--- config.mk ---
export PLATFORM = sky130hd
export DESIGN_NAME = ifetch_mem_bridge_flat
export DESIGN_NICKNAME = d
export VERILOG_FILES = /design/src/rtl/ifetch_mem_bridge_if.sv /design/src/rtl/ifetch_mem_bridge.sv /design/src/flat_wrapper.sv
export SDC_FILE = /design/constraint.sdc
export NUM_CORES = 1
export LEC_CHECK = 0
export ABC_AREA = 0
export CORE_MARGIN = 2
export CORE_UTILIZATION = 47
export DETAILED_ROUTE_END_ITERATION = 6
export GPL_TIMING_DRIVEN = 0
export PLACE_DENSITY = 0.76
export SYNTH_ARGS = -nofsm -noshare
export SYNTH_HDL_FRONTEND = slang
export SYNTH_SLANG_ARGS = --single-unit
export TNS_END_PERCENT = 20
--- constraint.sdc ---
create_clock -name clk_i -period 6.5 [get_ports clk_i]
set_clock_uncertainty 0.1 [all_clocks]
set_input_delay 1.3 -clock clk_i [delete_from_list [all_inputs] [get_ports clk_i]]
set_output_delay 1.3 -clock clk_i [all_outputs]
set_load 0.005 [all_outputs]
--- src/rtl/ifetch_mem_bridge_if.sv ---
// Fetch request/response interfaces between the core front end and the
// instruction-side bridge.

interface data_req_if #(
  parameter int XLEN = 32
);
  logic            valid;
  logic            rd;
  logic            wr;
  logic [XLEN-1:0] addr;
  logic [63:0]     data;

  modport in  (input  valid, rd, wr, addr, data);
  modport out (output valid, rd, wr, addr, data);
endinterface

interface data_res_if;
  logic        valid;
  logic [63:0] data;

  modport in  (input  valid, data);
  modport out (output valid, data);
endinterface

--- src/rtl/ifetch_mem_bridge.sv ---
// Instruction-pair fetch bridge: queues 64-bit fetch requests and serves each
// one as two in-order 32-bit reads from a variable-latency memory port.
//
// state     | meaning
// ----------+-------------------------------------------------------------
// S_IDLE    | waiting for a queued fetch; pops the FIFO head
// S_REQ_LO  | presenting the low-word read, waiting for mem_req_ready_i
// S_WAIT_LO | low-word read accepted, waiting for its data
// S_REQ_HI  | presenting the high-word read, waiting for mem_req_ready_i
// S_WAIT_HI | high-word read accepted, waiting for its data
// S_RESP    | response valid pulse; data register loads on exit
// S_DRAIN   | flushed fetch: swallow the one outstanding read response

module ifetch_mem_bridge #(
  parameter int XLEN      = 32,
  parameter int REQ_DEPTH = 4
) (
  input  logic            clk_i,
  input  logic            rst_i,
  data_req_if.in          cpu_req_i,
  data_res_if.out         cpu_res_o,
  input  logic            flush_i,
  output logic            mem_req_valid_o,
  input  logic            mem_req_ready_i,
  output logic [XLEN-1:0] mem_addr_o,
  input  logic            mem_rsp_valid_i,
  input  logic [31:0]     mem_rsp_data_i,
  output logic            overflow_o
);

  localparam int AW = $clog2(REQ_DEPTH);
  localparam int PW = AW + 1;
  localparam int BW = XLEN - 3;

  typedef enum logic [2:0] {
    S_IDLE,
    S_REQ_LO,
    S_WAIT_LO,
    S_REQ_HI,
    S_WAIT_HI,
    S_RESP,
    S_DRAIN
  } state_t;

  state_t          state_q;
  logic [BW-1:0]   fifo_q [REQ_DEPTH];
  logic [PW-1:0]   wr_ptr_q;
  logic [PW-1:0]   rd_ptr_q;
  logic            overflow_q;
  logic [BW-1:0]   base_q;
  logic [31:0]     lo_q;
  logic [31:0]     hi_q;
  logic            kill_q;
  logic            mem_req_valid_q;
  logic [XLEN-1:0] mem_addr_q;
  logic            res_valid_q;
  logic [63:0]     res_data_q;

  logic            fifo_empty;
  logic            fifo_full;
  logic            push_req;
  logic            push;
  logic            pop;
  logic            drop;
  logic [BW-1:0]   head;

  // Only the 8-byte-aligned part of the address matters; the write data
  // field of the request is never used by a read-only fetch port.
  logic unused_bits;
  assign unused_bits = ^{cpu_req_i.data, cpu_req_i.addr[2:0]};

  assign fifo_empty = (wr_ptr_q == rd_ptr_q);
  assign fifo_full  = (wr_ptr_q[PW-1] != rd_ptr_q[PW-1]) &&
                      (wr_ptr_q[AW-1:0] == rd_ptr_q[AW-1:0]);

  assign push_req = cpu_req_i.valid & cpu_req_i.rd & ~cpu_req_i.wr & ~flush_i;
  assign pop      = (state_q == S_IDLE) & ~fifo_empty & ~flush_i;
  // A full FIFO still accepts a push when the head leaves on the same edge.
  assign push     = push_req & (~fifo_full | pop);
  assign drop     = push_req & fifo_full & ~pop;
  assign head     = fifo_q[rd_ptr_q[AW-1:0]];

  assign mem_req_valid_o = mem_req_valid_q;
  assign mem_addr_o      = mem_addr_q;
  assign overflow_o      = overflow_q;
  assign cpu_res_o.valid = res_valid_q;
  assign cpu_res_o.data  = res_data_q;

  // FIFO storage; contents need no reset because the pointers guard them.
  always_ff @(posedge clk_i) begin
    if (push) begin
      fifo_q[wr_ptr_q[AW-1:0]] <= cpu_req_i.addr[XLEN-1:3];
    end
  end

  // FIFO pointers, flush clear and sticky overflow flag.
  always_ff @(posedge clk_i or posedge rst_i) begin
    if (rst_i) begin
      wr_ptr_q   <= '0;
      rd_ptr_q   <= '0;
      overflow_q <= 1'b0;
    end else if (flush_i) begin
      rd_ptr_q <= wr_ptr_q;
    end else begin
      if (push) wr_ptr_q <= wr_ptr_q + PW'(1);
      if (pop)  rd_ptr_q <= rd_ptr_q + PW'(1);
      if (drop) overflow_q <= 1'b1;
    end
  end

  // Fetch sequencer with registered memory-port and response outputs.
  always_ff @(posedge clk_i or posedge rst_i) begin
    if (rst_i) begin
      state_q         <= S_IDLE;
      base_q          <= '0;
      lo_q            <= '0;
      hi_q            <= '0;
      kill_q          <= 1'b0;
      mem_req_valid_q <= 1'b0;
      mem_addr_q      <= '0;
      res_valid_q     <= 1'b0;
      res_data_q      <= '0;
    end else begin
      res_valid_q <= 1'b0;
      case (state_q)
        S_IDLE: begin
          if (pop) begin
            base_q          <= head;
            mem_req_valid_q <= 1'b1;
            mem_addr_q      <= {head, 3'b000};
            state_q         <= S_REQ_LO;
          end
        end
        S_REQ_LO: begin
          // A flush cannot withdraw a presented request; remember it instead.
          if (mem_req_ready_i) begin
            mem_req_valid_q <= 1'b0;
            kill_q          <= 1'b0;
            state_q         <= (kill_q | flush_i) ? S_DRAIN : S_WAIT_LO;
          end else if (flush_i) begin
            kill_q <= 1'b1;
          end
        end
        S_WAIT_LO: begin
          if (mem_rsp_valid_i) begin
            lo_q <= mem_rsp_data_i;
            if (flush_i) begin
              state_q <= S_IDLE;
            end else begin
              mem_req_valid_q <= 1'b1;
              mem_addr_q      <= {base_q, 3'b100};
              state_q         <= S_REQ_HI;
            end
          end else if (flush_i) begin
            state_q <= S_DRAIN;
          end
        end
        S_REQ_HI: begin
          if (mem_req_ready_i) begin
            mem_req_valid_q <= 1'b0;
            kill_q          <= 1'b0;
            state_q         <= (kill_q | flush_i) ? S_DRAIN : S_WAIT_HI;
          end else if (flush_i) begin
            kill_q <= 1'b1;
          end
        end
        S_WAIT_HI: begin
          if (mem_rsp_valid_i) begin
            if (flush_i) begin
              state_q <= S_IDLE;
            end else begin
              hi_q        <= mem_rsp_data_i;
              res_valid_q <= 1'b1;
              state_q     <= S_RESP;
            end
          end else if (flush_i) begin
            state_q <= S_DRAIN;
          end
        end
        S_RESP: begin
          // Data lands one cycle after the valid pulse.
          res_data_q <= {hi_q, lo_q};
          state_q    <= S_IDLE;
        end
        S_DRAIN: begin
          if (mem_rsp_valid_i) state_q <= S_IDLE;
        end
        default: state_q <= S_IDLE;
      endcase
    end
  end

endmodule
--- src/flat_wrapper.sv ---
// flat-port wrapper written by rule: the top's interface ports become plain ports
module ifetch_mem_bridge_flat 
#(
  parameter int XLEN      = 32,
  parameter int REQ_DEPTH = 4
)
  (clk_i, rst_i, flush_i, mem_req_valid_o, mem_req_ready_i, mem_addr_o, mem_rsp_valid_i, mem_rsp_data_i, overflow_o, cpu_req_i_valid, cpu_req_i_rd, cpu_req_i_wr, cpu_req_i_addr, cpu_req_i_data, cpu_res_o_valid, cpu_res_o_data);
  data_req_if #(.XLEN(XLEN)) cpu_req_i_i ();
  data_res_if cpu_res_o_i ();
  input  logic clk_i;
  input  logic rst_i;
  input  logic flush_i;
  output logic mem_req_valid_o;
  input  logic mem_req_ready_i;
  output logic [XLEN-1:0] mem_addr_o;
  input  logic mem_rsp_valid_i;
  input  logic [31:0] mem_rsp_data_i;
  output logic overflow_o;
  input wire logic [$bits(cpu_req_i_i.valid)-1:0] cpu_req_i_valid;
  input wire logic [$bits(cpu_req_i_i.rd)-1:0] cpu_req_i_rd;
  input wire logic [$bits(cpu_req_i_i.wr)-1:0] cpu_req_i_wr;
  input wire logic [$bits(cpu_req_i_i.addr)-1:0] cpu_req_i_addr;
  input wire logic [$bits(cpu_req_i_i.data)-1:0] cpu_req_i_data;
  output wire logic [$bits(cpu_res_o_i.valid)-1:0] cpu_res_o_valid;
  output wire logic [$bits(cpu_res_o_i.data)-1:0] cpu_res_o_data;
  assign cpu_req_i_i.valid = cpu_req_i_valid;
  assign cpu_req_i_i.rd = cpu_req_i_rd;
  assign cpu_req_i_i.wr = cpu_req_i_wr;
  assign cpu_req_i_i.addr = cpu_req_i_addr;
  assign cpu_req_i_i.data = cpu_req_i_data;
  assign cpu_res_o_valid = cpu_res_o_i.valid;
  assign cpu_res_o_data = cpu_res_o_i.data;
  ifetch_mem_bridge #(.XLEN(XLEN), .REQ_DEPTH(REQ_DEPTH)) u_core (.clk_i(clk_i), .rst_i(rst_i), .cpu_req_i(cpu_req_i_i), .cpu_res_o(cpu_res_o_i), .flush_i(flush_i), .mem_req_valid_o(mem_req_valid_o), .mem_req_ready_i(mem_req_ready_i), .mem_addr_o(mem_addr_o), .mem_rsp_valid_i(mem_rsp_valid_i), .mem_rsp_data_i(mem_rsp_data_i), .overflow_o(overflow_o));
endmodule
pins.png
(2 px per µm) Pins as bars across the die edge, other pins in gray.
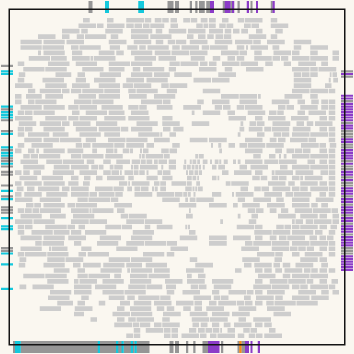
cyan -> `cpu_req_i_addr`  # pins 32, direction input, edge 19 left, 8 bottom, 5 top
purple -> `cpu_res_o_data`  # pins 64, direction output, edge 45 right, 10 bottom, 9 top
orange -> `cpu_res_o_valid`  # pins 1, direction output, edge bottom
all pins by edge = 98 bottom, 68 right, 36 left, 33 top
# port buffers: 165
die height: 167.0 µm
Die Width: 167.0 µm

final_clocks.png
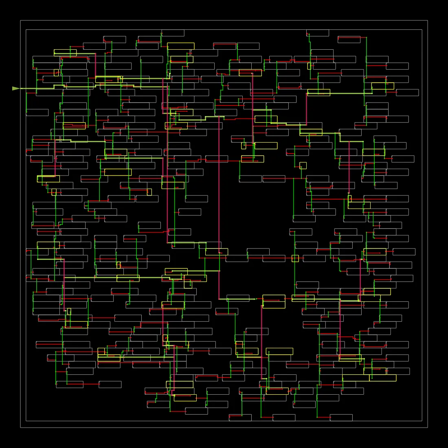
Flops: 316
Layout clock buffers: 41
Clk. pwr: 2070 µW
Sink Count: 316
Worst-Skew Late Latency: 510 ps

met4.png
(2 px per µm) Supply wires on this layer in gray. Cells faint in the background.
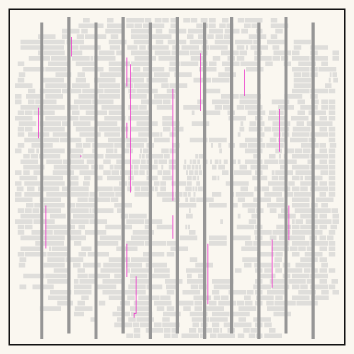
nets with wire on the layer = 7
share of all routed wire = 1.5%
via count: 6576
Post-Route WL: 24.48 mm

zoom.png
Window x 100 to 150, y 100 to 150 µm. Cells in gray, sequential cells in the stronger gray; small squares are vias.
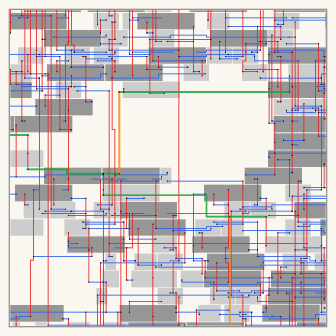
red -> met2
blue -> met1
green -> met3
orange -> met4
sequential cells in the window = 31
netlist names of flops here include = `u_core.cpu_res_o.data` (11), `u_core.hi_q` (11), `u_core.lo_q` (8)
cells with their middle in the window = 81
most frequent = mux2_2 (32), dfrtp_1 (31)

met3.png
(3 px per µm) Cells faint in the background.
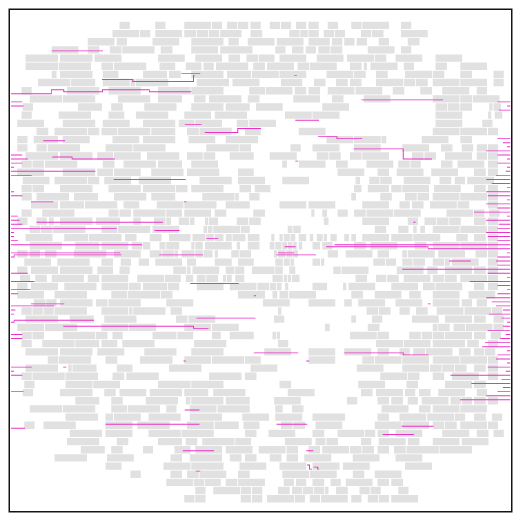
nets with wire on the layer = 122
share of all routed wire = 5.7%
met3 Use GR: 4.278%

==> job_summary.md <==
### Yosys + OpenROAD results

| Metric | Value |
|---|---|
| CP Capture Type | flop |
| Final TNS setup | 0 ps |
| Logic area | 3717 µm² |
| Share of layout cells above drive strength 1 | 38.15% |
| Period utilization | 54.40% |
| Tool Warnings | 96 |
| Seq/total area | 53.32% |
| Cts repair resizes | 0 |
| Synth unique cells | 43 |
| Tot Pwr | 7606 µW |
| Total track usage | 17.95% |
| Iteration-0 DRC Markers | 340 |
| Power density over the cells | 477.8 nW/µm² |
| Area fraction in mux cells | 25.62% |
| Syn Inst Count | 676 |
| Yosys warning count | 0 |
| Crit path from | flush_i |
| Crit path max fanout | 29 |
| Peak VDD IR | 298.5 µV |
| Row count | 59 |
| Max-slew violations | 0 |
| Crit Path Class | in -> reg |
| Simple share | 1.373% |
| Met2 Wirelength | 12.22 mm |
| Actual slew at the worst max-slew pin | 837.9 ps |
| Clk buf depth | 3 |
| Fill cell count | 1923 |
| Overflow after GRT | 0 |
| Cell taking the most area after synthesis | dfrtp_1 |
| Worst path required time | 6520 ps |
| Most used routing layer | met2 |
| Seq share, synth | 67.99% |
| Final HPWL DP | 16.41 mm |
| R2R Path Start | u_core.state_q[2]$_DFFE_PP0P_ |
| Worst Hold Slack | 355.5 ps |
| Final-report hold violation count | 0 |
| Synth top cells by count | dfrtp_1, mux2_2, edfxtp_1 |
| Hold_sp | u_core.overflow_o$_DFFE_PP0P_ |
| Flop area | 8488 µm² |
| Vias per std cell | 5.286 |
| Core Region | 26060 µm² |
| Setup Viol. Count Final | 0 |
| Init Core Util | 47.91% |
| Max_cap viols | 0 |
| Final Worst Setup Slack | 2964 ps |
| Flops after synth | 316 |
| Relative slew slack | 44.02% |
| Chip area | 27880 µm² |
| TAP cells | 335 |
| CTS buffer count | 34 |
| Router iterations before antenna repair | 4 |
| Post-synth EDFFs | 116 |
| Bufs w/o clock | 208 |
| Max H-tree Level | 2 |
| Grt met1 use | 23.27% |
| Largest cell class | sequential cells |
| Layout Utilization | 61.09% |
| Fmax | 282.8 MHz |
| YS chip area | 12480 µm² |
| Worst slack at placement | 2440 ps |
| Top_reg_cell synth | dfrtp_1 |
| Tmin final | 3536 ps |
| Io pins | 235 |
| Reg clk slew, reported paths | 60 ps |
| Xor+xnor area frac | 0.6214% |
| Worst R2R End | u_core.fifo_q[2][13]$_DFFE_PP_ |
| Avg Inst Size Synth | 18.47 µm² |
| Diode count | 2 |
| Clock-cell share | 7.663% |
| Reg2Reg Depth | 5 |
| Yosys Instances | 676 |
| Inverter count | 8 |
| Top cells excl fill/tap | dfrtp_1, mux2_2, clkdlybuf4s50_1 |
| Final Non-Filler Cells | 1244 |
| RD Place Congestion | 0.7420 |
| Area Growth Syn to Fin | 27.51% |
| Worst hold path type | reg -> reg |
| WHS Path Cells | 1 |
| Wire length per cell | 19.67 µm |
| Most frequent cell after synthesis | dfrtp_1 |
| Area after DPL | 14690 µm² |
| Startpoint Class | input port |
| Buffer share of cell area | 12.79% |
| Mi-comb count | 316 |
| Met3 wire len | 1.385 mm |
| Top sig layer | met5 |
| Leakage | 0.006376 µW |
| Detail Route Antenna Nets | 0 |
| Most instantiated logic cell after routing | dfrtp_1 |
| Initial antenna violation count | 3 |
| Worst EP arrival | 3560 ps |
| Synth area leaders | dfrtp_1, edfxtp_1, mux2_2 |
| Hold buffer count at cts | 0 |
| Top logic family | multiplexers |
| Residual DRC count | 0 |
| Share of synthesized registers carrying an async set or reset | 63.29% |
| Post-Synth Adder-Cell Area | 0.5011% |
| Post-synthesis cell area | 12480 µm² |
| CTS tree | done |
| Met2 Track Usage GR | 30.79% |
| Largest net degree at the start of global routing | 41 |
| Top-area cell share | 40.09% |
| Ao+oa area frac | 1.513% |
| Cells after DPL | 1183 |
| Final nets | 1025 |
| RSZ-0062 raised after global routing | no |
| Root Buffer | clkbuf_16 |
| Logic share of the area | 23.35% |
| Vias in the first global route | 7084 |
| R2R Setup Slk | 3850 ps |
| Hold EP | u_core.overflow_o$_DFFE_PP0P_ |
| Setup Buffers After CTS | 0 |
| Global-route wire length before repair | 39.36 mm |
| Outcome | complete, no violations |
| Worst setup endpoint | u_core.fifo_q[2][13]$_DFFE_PP_ |
| Fin area | 15920 µm² |
report_power, final:
group	internal [µW]	switching, µW
registers	2700	331
logic	1600	910
clock network	1310	758
flip-flops by register name, indices dropped and copies added (netlist names):
register                cells
u_core.base_q              29
u_core.cpu_res_o.data      64
u_core.cpu_res_o.valid      1
u_core.fifo_q             116
u_core.hi_q                32
u_core.kill_q               1
u_core.lo_q                32
u_core.mem_addr_o          30
u_core.mem_req_valid_o      1
u_core.overflow_o           1
u_core.rd_ptr_q             3
u_core.state_q              3
u_core.wr_ptr_q             3
critical path, stage by stage:
cell and delay, ps:
clkdlybuf4s50_1 550, nor2_1 400, a2111oi_2 210, nor2b_1 330, and2_2 760
Power figures rest on the tool's default switching activity, not on a simulated workload.
